### src/rtl/soc_timer_multi.sv
// Multi-channel timer peripheral behind an Ibex-style data-bus slave port.
// Each channel has its own prescaler, compare value and periodic/one-shot mode.
module soc_timer_multi #(
  parameter int unsigned NUM_CH    = 4,
  parameter int unsigned CNT_WIDTH = 32,
  parameter int unsigned PSC_WIDTH = 16
) (
  input  logic              clk,
  input  logic              rst,
  input  logic              req,
  output logic              gnt,
  output logic              rvalid,
  input  logic              we,
  input  logic [3:0]        be,
  input  logic [31:0]       addr,
  input  logic [31:0]       wdata,
  output logic [31:0]       rdata,
  output logic              err,
  output logic [NUM_CH-1:0] irq_ch,
  output logic              irq
);

  localparam int unsigned DATA_W = 32;
  localparam int unsigned SEL_W  = 4;
  localparam logic [DATA_W-1:0] INFO_VAL = {16'h0, 8'(CNT_WIDTH), 8'(NUM_CH)};

  localparam logic [1:0] REG_CTRL = 2'd0;
  localparam logic [1:0] REG_PSC  = 2'd1;
  localparam logic [1:0] REG_CMP  = 2'd2;
  localparam logic [1:0] REG_CNT  = 2'd3;

  function automatic logic [DATA_W-1:0] merge_be(input logic [DATA_W-1:0] old_val,
                                                 input logic [DATA_W-1:0] new_val,
                                                 input logic [DATA_W-1:0] mask);
    return (old_val & ~mask) | (new_val & mask);
  endfunction

  // Address decode: addr[8] selects the global block, addr[7:4] the channel.
  logic [6:0]        word;
  logic              global_sel;
  logic [SEL_W-1:0]  ch_sel;
  logic [1:0]        reg_sel;
  logic              ch_hit;
  logic              status_hit;
  logic              info_hit;
  logic              bad;
  logic              wr_ok;
  logic              rd_ok;
  logic [DATA_W-1:0] byte_mask;
  logic              unused_addr;

  assign word        = addr[8:2];
  assign global_sel  = word[6];
  assign ch_sel      = word[5:2];
  assign reg_sel     = word[1:0];
  assign ch_hit      = !global_sel && (32'(ch_sel) < NUM_CH);
  assign status_hit  = global_sel && (word[5:0] == 6'd0);
  assign info_hit    = global_sel && (word[5:0] == 6'd1);
  assign bad         = !(ch_hit || status_hit || (info_hit && !we));
  assign wr_ok       = req && we && !bad;
  assign rd_ok       = req && !we && !bad;
  assign byte_mask   = {{8{be[3]}}, {8{be[2]}}, {8{be[1]}}, {8{be[0]}}};
  assign gnt         = req && !rst;
  assign unused_addr = ^{addr[31:9], addr[1:0]};

  logic [NUM_CH-1:0]                en_v;
  logic [NUM_CH-1:0]                oneshot_v;
  logic [NUM_CH-1:0]                irq_en_v;
  logic [NUM_CH-1:0]                match_v;
  logic [NUM_CH-1:0][PSC_WIDTH-1:0] psc_v;
  logic [NUM_CH-1:0][CNT_WIDTH-1:0] cmp_v;
  logic [NUM_CH-1:0][CNT_WIDTH-1:0] cnt_v;
  logic [NUM_CH-1:0]                status_q;
  logic [NUM_CH-1:0]                status_d;
  logic [NUM_CH-1:0]                w1c;
  logic [DATA_W-1:0]                rdata_d;

  for (genvar c = 0; c < NUM_CH; c++) begin : g_ch
    logic                 en_q, en_d;
    logic                 oneshot_q, oneshot_d;
    logic                 irq_en_q, irq_en_d;
    logic [PSC_WIDTH-1:0] psc_q, psc_d;
    logic [PSC_WIDTH-1:0] div_q, div_d;
    logic [CNT_WIDTH-1:0] cmp_q, cmp_d;
    logic [CNT_WIDTH-1:0] cnt_q, cnt_d;
    logic                 sel;
    logic                 tick;
    logic                 match;

    assign sel   = wr_ok && ch_hit && (ch_sel == SEL_W'(c));
    assign tick  = en_q && (div_q == psc_q);
    assign match = tick && (cnt_q == cmp_q);

    // Counter update first; a bus write to the same register then overrides it.
    always_comb begin
      en_d      = en_q;
      oneshot_d = oneshot_q;
      irq_en_d  = irq_en_q;
      psc_d     = psc_q;
      div_d     = div_q;
      cmp_d     = cmp_q;
      cnt_d     = cnt_q;
      if (en_q) begin
        div_d = tick ? '0 : div_q + PSC_WIDTH'(1);
      end
      if (tick) begin
        cnt_d = match ? '0 : cnt_q + CNT_WIDTH'(1);
        if (match && oneshot_q) begin
          en_d = 1'b0;
        end
      end
      if (sel) begin
        case (reg_sel)
          REG_CTRL: begin
            if (be[0]) begin
              en_d      = wdata[0];
              oneshot_d = wdata[1];
              irq_en_d  = wdata[2];
              if (wdata[0] && !en_q) begin
                div_d = '0;
              end
            end
          end
          REG_PSC: psc_d = PSC_WIDTH'(merge_be(DATA_W'(psc_q), wdata, byte_mask));
          REG_CMP: cmp_d = CNT_WIDTH'(merge_be(DATA_W'(cmp_q), wdata, byte_mask));
          REG_CNT: cnt_d = CNT_WIDTH'(merge_be(DATA_W'(cnt_q), wdata, byte_mask));
        endcase
      end
    end

    always_ff @(posedge clk) begin
      if (rst) begin
        en_q      <= 1'b0;
        oneshot_q <= 1'b0;
        irq_en_q  <= 1'b0;
        psc_q     <= '0;
        div_q     <= '0;
        cmp_q     <= '0;
        cnt_q     <= '0;
      end else begin
        en_q      <= en_d;
        oneshot_q <= oneshot_d;
        irq_en_q  <= irq_en_d;
        psc_q     <= psc_d;
        div_q     <= div_d;
        cmp_q     <= cmp_d;
        cnt_q     <= cnt_d;
      end
    end

    assign en_v[c]      = en_q;
    assign oneshot_v[c] = oneshot_q;
    assign irq_en_v[c]  = irq_en_q;
    assign match_v[c]   = match;
    assign psc_v[c]     = psc_q;
    assign cmp_v[c]     = cmp_q;
    assign cnt_v[c]     = cnt_q;
  end

  // A match sets its STATUS bit even when a W1C of that bit lands on the same edge.
  assign w1c      = (wr_ok && status_hit) ? NUM_CH'(wdata & byte_mask) : '0;
  assign status_d = (status_q & ~w1c) | match_v;

  always_comb begin
    rdata_d = '0;
    if (rd_ok) begin
      if (status_hit) begin
        rdata_d = DATA_W'(status_q);
      end else if (info_hit) begin
        rdata_d = INFO_VAL;
      end else begin
        for (int c = 0; c < NUM_CH; c++) begin
          if (ch_sel == SEL_W'(c)) begin
            case (reg_sel)
              REG_CTRL: rdata_d = {29'h0, irq_en_v[c], oneshot_v[c], en_v[c]};
              REG_PSC:  rdata_d = DATA_W'(psc_v[c]);
              REG_CMP:  rdata_d = DATA_W'(cmp_v[c]);
              REG_CNT:  rdata_d = DATA_W'(cnt_v[c]);
            endcase
          end
        end
      end
    end
  end

  always_ff @(posedge clk) begin
    if (rst) begin
      status_q <= '0;
      irq_ch   <= '0;
      irq      <= 1'b0;
      rvalid   <= 1'b0;
      rdata    <= '0;
      err      <= 1'b0;
    end else begin
      status_q <= status_d;
      irq_ch   <= status_q & irq_en_v;
      irq      <= |(status_q & irq_en_v);
      rvalid   <= req;
      rdata    <= rdata_d;
      err      <= req && bad;
    end
  end

endmodule
### config.mk
export PLATFORM = sky130hd
export DESIGN_NAME = soc_timer_multi
export DESIGN_NICKNAME = d
export VERILOG_FILES = /design/src/rtl/soc_timer_multi.sv
export SDC_FILE = /design/constraint.sdc
export NUM_CORES = 1
export LEC_CHECK = 0
export ABC_CLOCK_PERIOD_IN_PS = 6800
export CAP_MARGIN = 20
export CORE_MARGIN = 2
export CORE_UTILIZATION = 55
export DETAILED_ROUTE_END_ITERATION = 12
export PLACE_DENSITY_LB_ADDON = 0.1
export SLEW_MARGIN = 5
export SYNTH_ARGS = -nofsm -noshare
export SYNTH_HDL_FRONTEND = slang
export SYNTH_SLANG_ARGS = --single-unit
### constraint.sdc
create_clock -name clk -period 6.8 [get_ports clk]
set_input_delay 0.68 -clock clk [delete_from_list [all_inputs] [get_ports clk]]
set_output_delay 0.68 -clock clk [all_outputs]
set_load 0.02 [all_outputs]
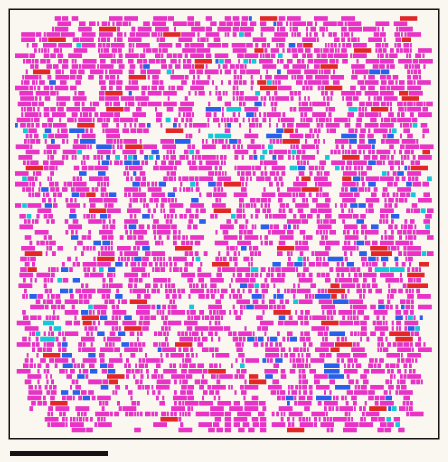
**Above:** sizing map.
Bar = 50 um.
| color | size | cells | share |
|---|---|---|---|
| blue | drive 2 | 146 | 4.7% |
| magenta | drive 1 or less | 2810 | 91% |
| red | drive 6 and up | 73 | 2.4% |
| cyan | drive 3 to 4 | 62 | 2.0% |
fin area: 27710 sq um
final worst slack: 3392 ps
Non-Clock Buffer Count: 135

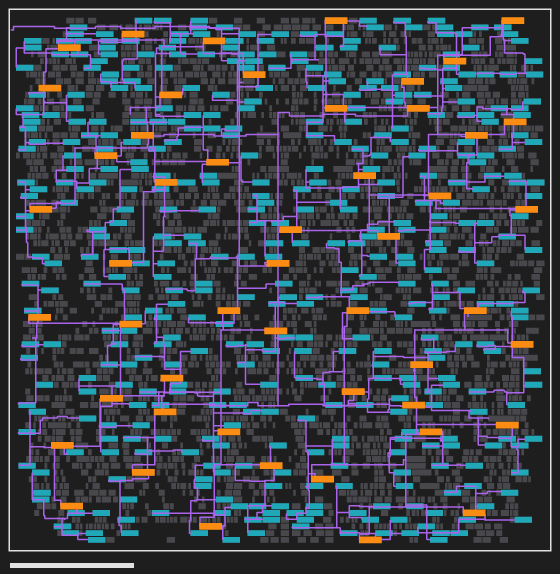
**Above:** clock wires, drivers and flops.
Bar = 50 um.
[purple] clock wires | length: 6120 um
[orange] cells driving clock nets | count: 50
[cyan] flip-flops | count: 439
routed clock nets: 51
flops lie: spread over the die
Clock Power Share: 48.9%
Worst Skew: 20.60 ps
clock-net power: 0.00281 W
clk latency late pin: 620 ps

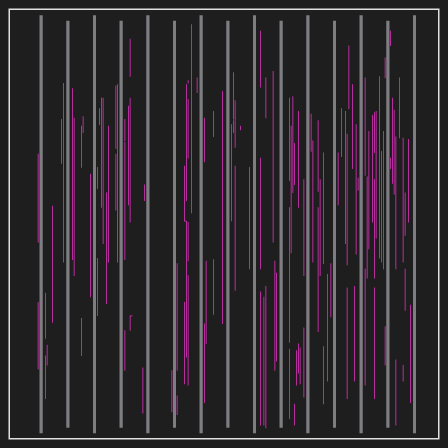
**Above:** signal wires on met4.
Supply wires on this layer in gray.
longest straight run: 118 um
share of all routed wire: 5.7%
nets with wire on the layer: 97
wire length on this layer: 5240 um
DRT Wirelength: 92630 um
via count: 24390

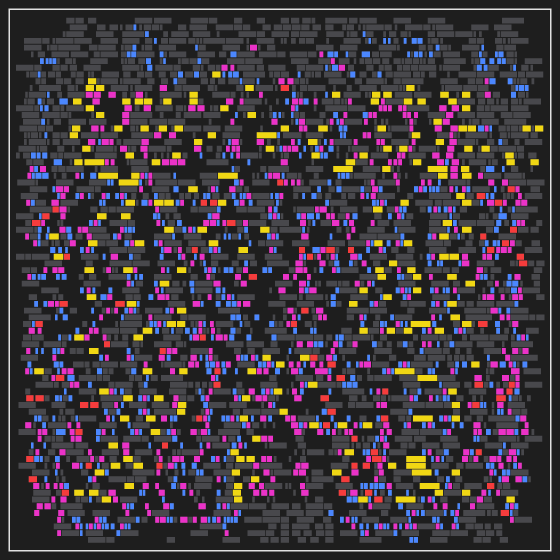
**Above:** selected gate families.
| color | family | cells |
|---|---|---|
| blue | NAND gates | 704 |
| magenta | inverting AOI/OAI gates | 593 |
| red | AND-OR and OR-AND gates | 73 |
| yellow | multiplexers | 195 |
Top cell excl fill/tap: dfxtp_1
Comb area share: 54.43%
non-filler cells in the finished layout: 3691

==> results.sh <==
# yosys + openroad results
export IMPL_final_max_slew_viol_count=0
export IMPL_p_int_w=0.004313
export IMPL_seq_area_share_pct=31.72
export IMPL_port_buffers=86
export IMPL_reg2reg_slack_ps=3500
export IMPL_hpwl_um=65600
export IMPL_synth_warnings=0
export IMPL_synth_area_per_cell_sq_um=8.033
export IMPL_end_kind="register"
export IMPL_synth_main_ff_cell="dfxtp_1"
export IMPL_cp_data_required_time_ps=7280
export IMPL_worst_slew_pin_slew_ps=1202
export IMPL_synth_edff_count=0
export IMPL_antenna_found_initial=0
export IMPL_power_total_w=0.005734
export IMPL_power_per_cell_area_nw_per_um2=206.9
export IMPL_warnings=51
export IMPL_synthToLayoutAreaGrowth_pct=10.21
export IMPL_combGateArea_sq_um=15080
export IMPL_hold_buffers=0
export IMPL_viasPerCell=6.607
export IMPL_finalSetupViolations=0
export IMPL_slowest_delay_ps=890
export IMPL_status="complete, no violations"
export IMPL_pg_seq_w=0.00258
export IMPL_finalCritPeriodShare_pct=50.11
export IMPL_path_depth=7
export IMPL_register_area_sq_um=8788
export IMPL_timing_critical_path_max_delay_family="simple AND/OR/NAND/NOR gates"
export IMPL_dr_wl_met2_um=41210
export IMPL_synth_most_common_cell="dfxtp_1"
export IMPL_crit_top_cell="nor2_1"
export IMPL_flops=439
export IMPL_comb_cells=2375
export IMPL_rows=78
export IMPL_cts_tree="built"
export IMPL_synthSimpleGateAreaFrac_pct=24.15
export IMPL_grtUsageMet1_pct=51.02
export IMPL_period_needed_ps=3408
export IMPL_nNetsFinal=3134
export IMPL_reg2reg_from="g_ch[0].div_q[8]"
export IMPL_power_switching_w=0.001420
export IMPL_cts_htree_levels=2
export IMPL_top_area_cell="dfxtp_1"
export IMPL_hold_violations=0
export IMPL_clkbuf_count=75
export IMPL_first_global_vias=22620
export IMPL_swShare_pct=24.77
export IMPL_setup_tns_ps=0
export IMPL_fp_nets=3210
export IMPL_clk_share_pct=6.073
export IMPL_grt_first_pass_wirelength_um=138400
export IMPL_crit_arrival_ps=3880
export IMPL_netlist_area_sq_um=25140
export IMPL_grt_start_max_net_pins=96
export IMPL_dp_cells=3601
export IMPL_min_path_type="reg -> reg"
export IMPL_synth_area_top_cells="dfxtp_1, xor2_1, a21oi_1"
export IMPL_drcViolationCount=0
export IMPL_numCtsBuffers=50
export IMPL_largest_class="logic gates"
export IMPL_wl_per_cell_um=25.10
export IMPL_gp_congestion=0.9697
export IMPL_timing_fmax_mhz=293.5
export IMPL_comb_power_w=0.000349
export IMPL_global_route_peak_usage_layer="met2"
export IMPL_top_power_group="clock"
export IMPL_clkSinkCount=439
export IMPL_met3_usage_pct=7.392
export IMPL_r2r_cells=7
export IMPL_top_area_share_pct=34.95
export IMPL_final_nonclk_buf_share_pct=4.348
export IMPL_io_pins=112
export IMPL_cts_setup_buffers=0
export IMPL_drt_initial_drc_count=3077
export IMPL_dieArea_sq_um=47440
export IMPL_synth_seq_share_pct=34.95
export IMPL_core_sq_um=45280
export IMPL_ys_top_logic_family="simple AND/OR/NAND/NOR gates"
export IMPL_fp_util_pct=55.52
export IMPL_power_leakage_nw=10.27
export IMPL_tapCellCount=600
export IMPL_async_flop_share_pct=0
export IMPL_slew_headroom_pct=19.64
export IMPL_ys_sh_adder_pct=0.3981
Power figures rest on the tool's default switching activity, not on a simulated workload.
